$ cat config.mk
export PLATFORM = sky130hd
export DESIGN_NAME = mar_burst
export DESIGN_NICKNAME = d
export VERILOG_FILES = /design/src/rtl/mar_burst.sv
export SDC_FILE = /design/constraint.sdc
export NUM_CORES = 1
export LEC_CHECK = 0
export CAP_MARGIN = 40
export CELL_PAD_IN_SITES_DETAIL_PLACEMENT = 1
export CELL_PAD_IN_SITES_GLOBAL_PLACEMENT = 1
export CORE_MARGIN = 2
export CORE_UTILIZATION = 47
export DETAILED_ROUTE_END_ITERATION = 12
export DONT_BUFFER_PORTS = 1
export MAX_ROUTING_LAYER = met4
export PLACE_DENSITY = 0.8
export SYNTH_ARGS = -nofsm -noshare
export SYNTH_HDL_FRONTEND = slang
export SYNTH_SLANG_ARGS = --single-unit
$ cat constraint.sdc
create_clock -name clk -period 4.24 [get_ports clk]
set_input_delay 0.424 -clock clk [delete_from_list [all_inputs] [get_ports clk]]
set_output_delay 0.424 -clock clk [all_outputs]
set_load 0.01 [all_outputs]
$ cat src/rtl/mar_burst.sv
// Memory address register with a direct-load path and a strided
// burst engine that walks LEN addresses under a req/ack handshake.
module mar_burst #(
  parameter int ADDR_W = 8,
  parameter int LEN_W  = 4,
  parameter int STRIDE = 1
) (
  input  logic              clk,
  input  logic              rst,
  input  logic              mar_in,
  input  logic [ADDR_W-1:0] address,
  input  logic              burst_start,
  input  logic [LEN_W-1:0]  burst_len,
  input  logic              abort,
  input  logic              ram_ack,
  output logic [ADDR_W-1:0] ram_address,
  output logic              ram_req,
  output logic              busy,
  output logic              done,
  output logic              wrapped
);

  typedef enum logic {
    IDLE,
    BURST
  } state_e;

  localparam logic [ADDR_W-1:0] STEP = ADDR_W'(STRIDE);

  state_e            state_q;
  logic [ADDR_W-1:0] addr_q;
  logic [LEN_W-1:0]  rem_q;
  logic              req_q;
  logic              done_q;
  logic              wrap_q;
  logic [ADDR_W:0]   sum;

  // Extra top bit captures the carry that marks a wrap.
  assign sum = {1'b0, addr_q} + {1'b0, STEP};

  always_ff @(posedge clk) begin
    if (rst) begin
      state_q <= IDLE;
      addr_q  <= '0;
      rem_q   <= '0;
      req_q   <= 1'b0;
      done_q  <= 1'b0;
      wrap_q  <= 1'b0;
    end else begin
      done_q <= 1'b0;
      unique case (state_q)
        IDLE: begin
          if (burst_start) begin
            addr_q <= address;
            if (burst_len != '0) begin
              rem_q   <= burst_len;
              wrap_q  <= 1'b0;
              req_q   <= 1'b1;
              state_q <= BURST;
            end else begin
              done_q <= 1'b1;
            end
          end else if (mar_in) begin
            addr_q <= address;
          end
        end
        BURST: begin
          unique case (1'b1)
            abort: begin
              state_q <= IDLE;
              req_q   <= 1'b0;
              rem_q   <= '0;
            end
            (!abort && ram_ack && rem_q == LEN_W'(1)): begin
              state_q <= IDLE;
              req_q   <= 1'b0;
              rem_q   <= '0;
              done_q  <= 1'b1;
            end
            (!abort && ram_ack && rem_q != LEN_W'(1)): begin
              addr_q <= sum[ADDR_W-1:0];
              rem_q  <= rem_q - LEN_W'(1);
              if (sum[ADDR_W]) wrap_q <= 1'b1;
            end
            default: ;
          endcase
        end
      endcase
    end
  end

  assign ram_address = addr_q;
  assign ram_req     = req_q;
  assign busy        = req_q;
  assign done        = done_q;
  assign wrapped     = wrap_q;

endmodule

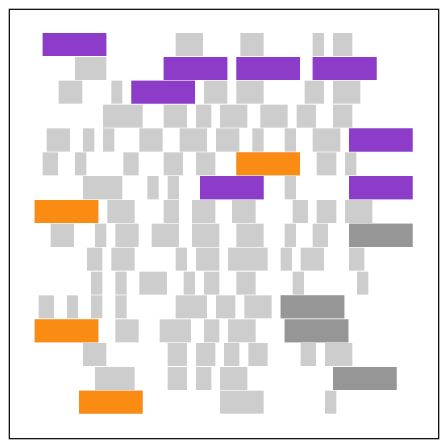
Run 1: sequential cells coloured by netlist name
Orange is rem_q, placed flops 4. Purple is ram_address, placed flops 8.
Finished Core Util: 50.2%
register share of the cell area: 33.2%
Seq. pwr: 0.188 mW
Flop area: 320 um^2

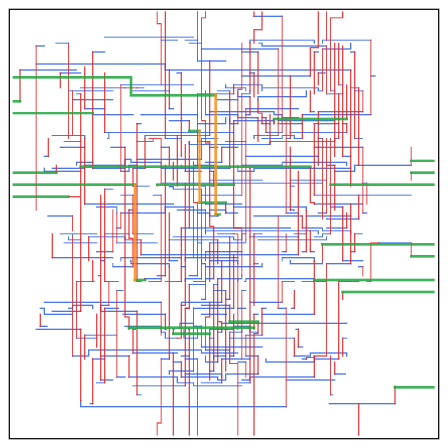
Run 1: signal wires by layer
Blue is M1, wire length 1090 um. Orange is M4, wire length 32.6 um. Green is M3, wire length 190 um. Red is M2, wire length 1230 um.
vias: 895
gr usage total: 23.8%
DR WL/cell: 18.7 um

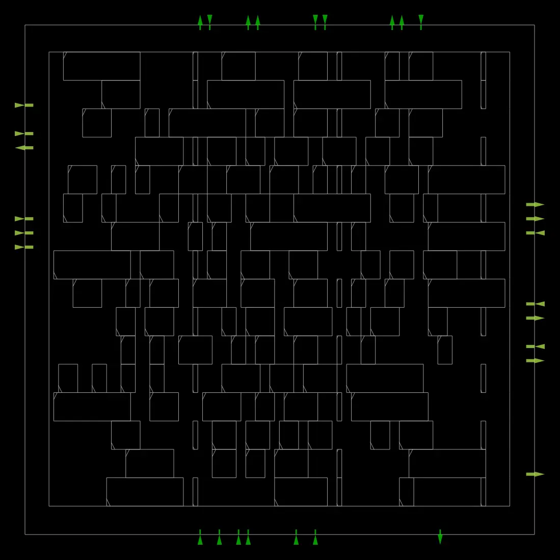
Run 1: placed standard cells
Core Region: 0.00192 mm^2
n_taps: 27

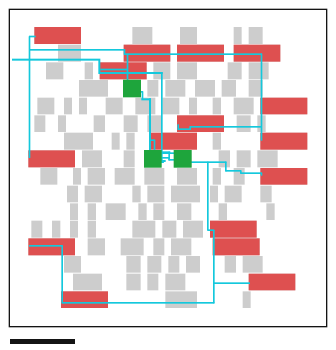
Run 1: routed clock nets over the placement
The bar under the picture is 10 um long.
Green is clock-net drivers, count 3. Cyan is clock wires, length 240 um. Red is flip-flops, count 16.
Position of the flops: all over the die.
Clk power: 0.103 mW
worst-skew pair later-pin latency: 0.29 ns
worst clock skew: 0.00219 ns

==> results_slide.txt, run 1 <==
Synthesis and Place & Route Summary

Global routing
  – GRT met2 Usage: 39.7%
  – M1 GR Usage: roughly 28%
  – First-pass GRT wire length: around 4300 um
  – GRT Residual Overflow: 0

Layout
  – Fill count: around 250
  – Top Layout Cells: 16 x dfxtp_1, 11 x nor2_1, 8 x nand2_1
  – Top cell excl fill/tap: dfxtp_1
  – Final-layout clock buffer total: 4
  – ClkCell Share: 3.76%
  – Proportion of layout cells with a drive suffix above 1: under 10%
  – Area growth syn-to-layout: 2.12%
  – Antenna cell count: 0
  – Gate Area: 556 um^2

Floorplanning
  – IO Count: 30
  – Die Width: 48.8 um
  – Row cnt: 16
  – Die Span Y: 48.8 um

Synth
  – Synth Area in Compound Gates: 27.4%
  – EDFF count, synth: 0
  – Dominant register cell: dfxtp_1
  – Yosys cell count: 110
  – Yosys adder share: 3.97%
  – Mux contribution to synthesized area: ~1.1%
  – Cell with the most instances after synthesis: dfxtp_1

Final timing
  – Slew @ Worst Pin: slightly above 0.6 ns
  – RSZ-0062 raised after global routing: no
  – Setup_tns: 0 ns
  – Slew Limit Headroom: 59.5%

Placement
  – Placed Area: 928 um^2
  – Place WS: approximately 2.4 ns
  – Gp weighted congestion: 0.794

Status
  – Status: complete, no violations

CTS
  – Max H-tree Level: 1
  – Clk buf depth: 2
  – TritonCTS clock tree: built
  – Setup repair bufs after CTS: 0
  – CTS Hold Bufs: 0
  – Worst-path clk slew: 0.10 ns
  – Sink count of the clock tree: 16

Setup path
  – WP data arrival: 2.08 ns
  – End point of the critical path: ram_address[6]
  – R2R Path End: ram_address[6]

Drt
  – Met1 Routed Length: 1090 um
  – ANT nets after route: 0

Worst hold path
  – Worst Hold Path Cells: 1
  – Type of the worst min-delay path: in -> reg
  – HP Start: rst
-- run 1: power by group --
| part | switching [mW] | total (mW) | internal [mW] |
|---|---|---|---|
| clock | 0.0509 | 0.103 | 0.0523 |
| sequential | 0.0245 | 0.188 | 0.163 |
| combinational | 0.0326 | 0.0594 | 0.0268 |
| total | 0.108 | 0.350 | 0.242 |
-- run 1: sequential cells by signal, summed over array words and instances, names as in the netlist --
| signal | flops |
|---|---|
| busy | 1 |
| rem_q | 4 |
| ram_address | 8 |
| state_q | 1 |
| wrapped | 1 |
| done | 1 |
-- run 1: critical path, cell delays in order, from the launching register on --
cell,delay (ns)
dfxtp_1,0.34
inv_1,0.09
ha_1,0.15
nor3b_1,0.52
nor2_1,0.27
a221oi_1,0.36
a311oi_1,0.07
Run 1, metal 3:
The bar under the picture is 10 um long.
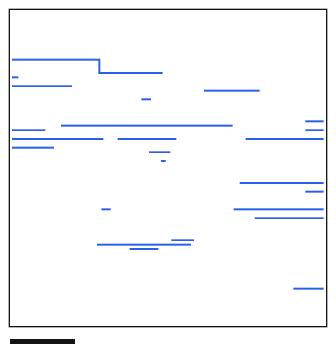

==> run 2: changes to the inputs <==
--- a/config.mk
+++ b/config.mk
@@ -9,11 +9,11 @@
 export CELL_PAD_IN_SITES_DETAIL_PLACEMENT = 1
 export CELL_PAD_IN_SITES_GLOBAL_PLACEMENT = 1
 export CORE_MARGIN = 2
-export CORE_UTILIZATION = 47
+export CORE_UTILIZATION = 44
 export DETAILED_ROUTE_END_ITERATION = 12
 export DONT_BUFFER_PORTS = 1
 export MAX_ROUTING_LAYER = met4
-export PLACE_DENSITY = 0.8
+export PLACE_DENSITY = 0.76
 export SYNTH_ARGS = -nofsm -noshare
 export SYNTH_HDL_FRONTEND = slang
 export SYNTH_SLANG_ARGS = --single-unit
==> constraint.sdc (replaced) <==
create_clock -name clk -period 1.9 [get_ports clk]
set_input_delay 0.19 -clock clk [delete_from_list [all_inputs] [get_ports clk]]
set_output_delay 0.19 -clock clk [all_outputs]
set_load 0.01 [all_outputs]
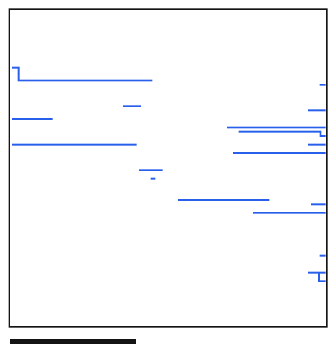
Run 2: metal 3
The bar under the picture is 20 um long.
The wires run mostly horizontal. The layer carries 139 um of wire. The longest straight run is 21.2 um.
met3 Track Usage GR: 5.06%
Total Wirelength: 2490 um

==> results_slide.txt, run 2 <==
Synthesis and Place & Route Summary

Floorplanning
  – Die Span Y: 50.3 um (+3.1%)
  – N_taps: 27 (unchanged)
  – Core Region: 0.00200 mm^2 (+4.2%)
  – Row cnt: 16 (unchanged)
  – IO Count: 30 (unchanged)

Drt
  – Vias: 865 (-3.4%)
  – ANT nets after route: 0 (unchanged)

Setup path
  – Critical path's top delay family: AND-OR/OR-AND gates
  – Critical path buffer and inverter count: 1 (unchanged)

Layout
  – Register share of the cell area: 32.7% (-0.55 points)
  – Area growth syn-to-layout: 3.84%
  – ClkCell Share: 2.30% (-1.5 points)
  – Fill count: 247 (-0.80%)
  – Gate Area: 561 um^2 (+0.90%)
  – Top Layout Cells: 16 x dfxtp_1, 11 x nor2_1, 8 x nand2_1
  – Antenna cell count: 0 (unchanged)
  – Flop area: 320 um^2 (unchanged)
  – Proportion of layout cells with a drive suffix above 1: 9.91% (+1.7 points)

Final timing
  – RSZ-0062 raised after global routing: no
  – Slew @ Worst Pin: 0.589 ns (-0.0165 ns)
  – Slew Limit Headroom: 60.6% (+1.1 points)

CTS
  – Max H-tree Level: 1 (unchanged)
  – TritonCTS clock tree: built

Power
  – Psw: 0.237 mW (+120%)
  – Internal Pwr Total: 0.504 mW (+110%)
  – Sequential share of power: 55.7% (+2.1 points)
  – Comb pwr share: 19.9% (+2.9 points)

Worst hold path
  – Type of the worst min-delay path: in -> reg

Synth
  – Dominant register cell: dfxtp_1
  – EDFF count, synth: 0 (unchanged)
  – Synth Area in Compound Gates: 27.4% (unchanged)

Status
  – Status: complete, no violations

Placement
  – Placed Area: 943 um^2 (+1.6%)

Global routing
  – GRT Residual Overflow: 0 (unchanged)
run 2: final timing paths:
path                               start        endpoint  cells after the start
worst min-delay path                 rst  ram_address[5]                      1
worst max register to register  rem_q[1]  ram_address[1]                      6
worst max-delay path            rem_q[1]  ram_address[1]                      6
worst min register to register   wrapped         wrapped                      2
run 2: power by group through the flow:
stage / registers, mW / clock network (mW) / logic [mW]
2_1_floorplan: 0.408 / 0 / 0.127
6_report: 0.413 / 0.181 / 0.147
4_1_cts: 0.411 / 0.190 / 0.148
5_1_grt: 0.419 / 0.211 / 0.168
3_5_place_dp: 0.419 / 0 / 0.140
3_3_place_gp: 0.417 / 0 / 0.136
run 2: repair_timing:
action,4_1_cts,5_1_grt
hold buffers,1,0
endpoints found under the setup margin,0,3
gates resized,0,1
hold endpoints to repair,15,0
No activity file was given, so power comes from the tool's default toggle rates.
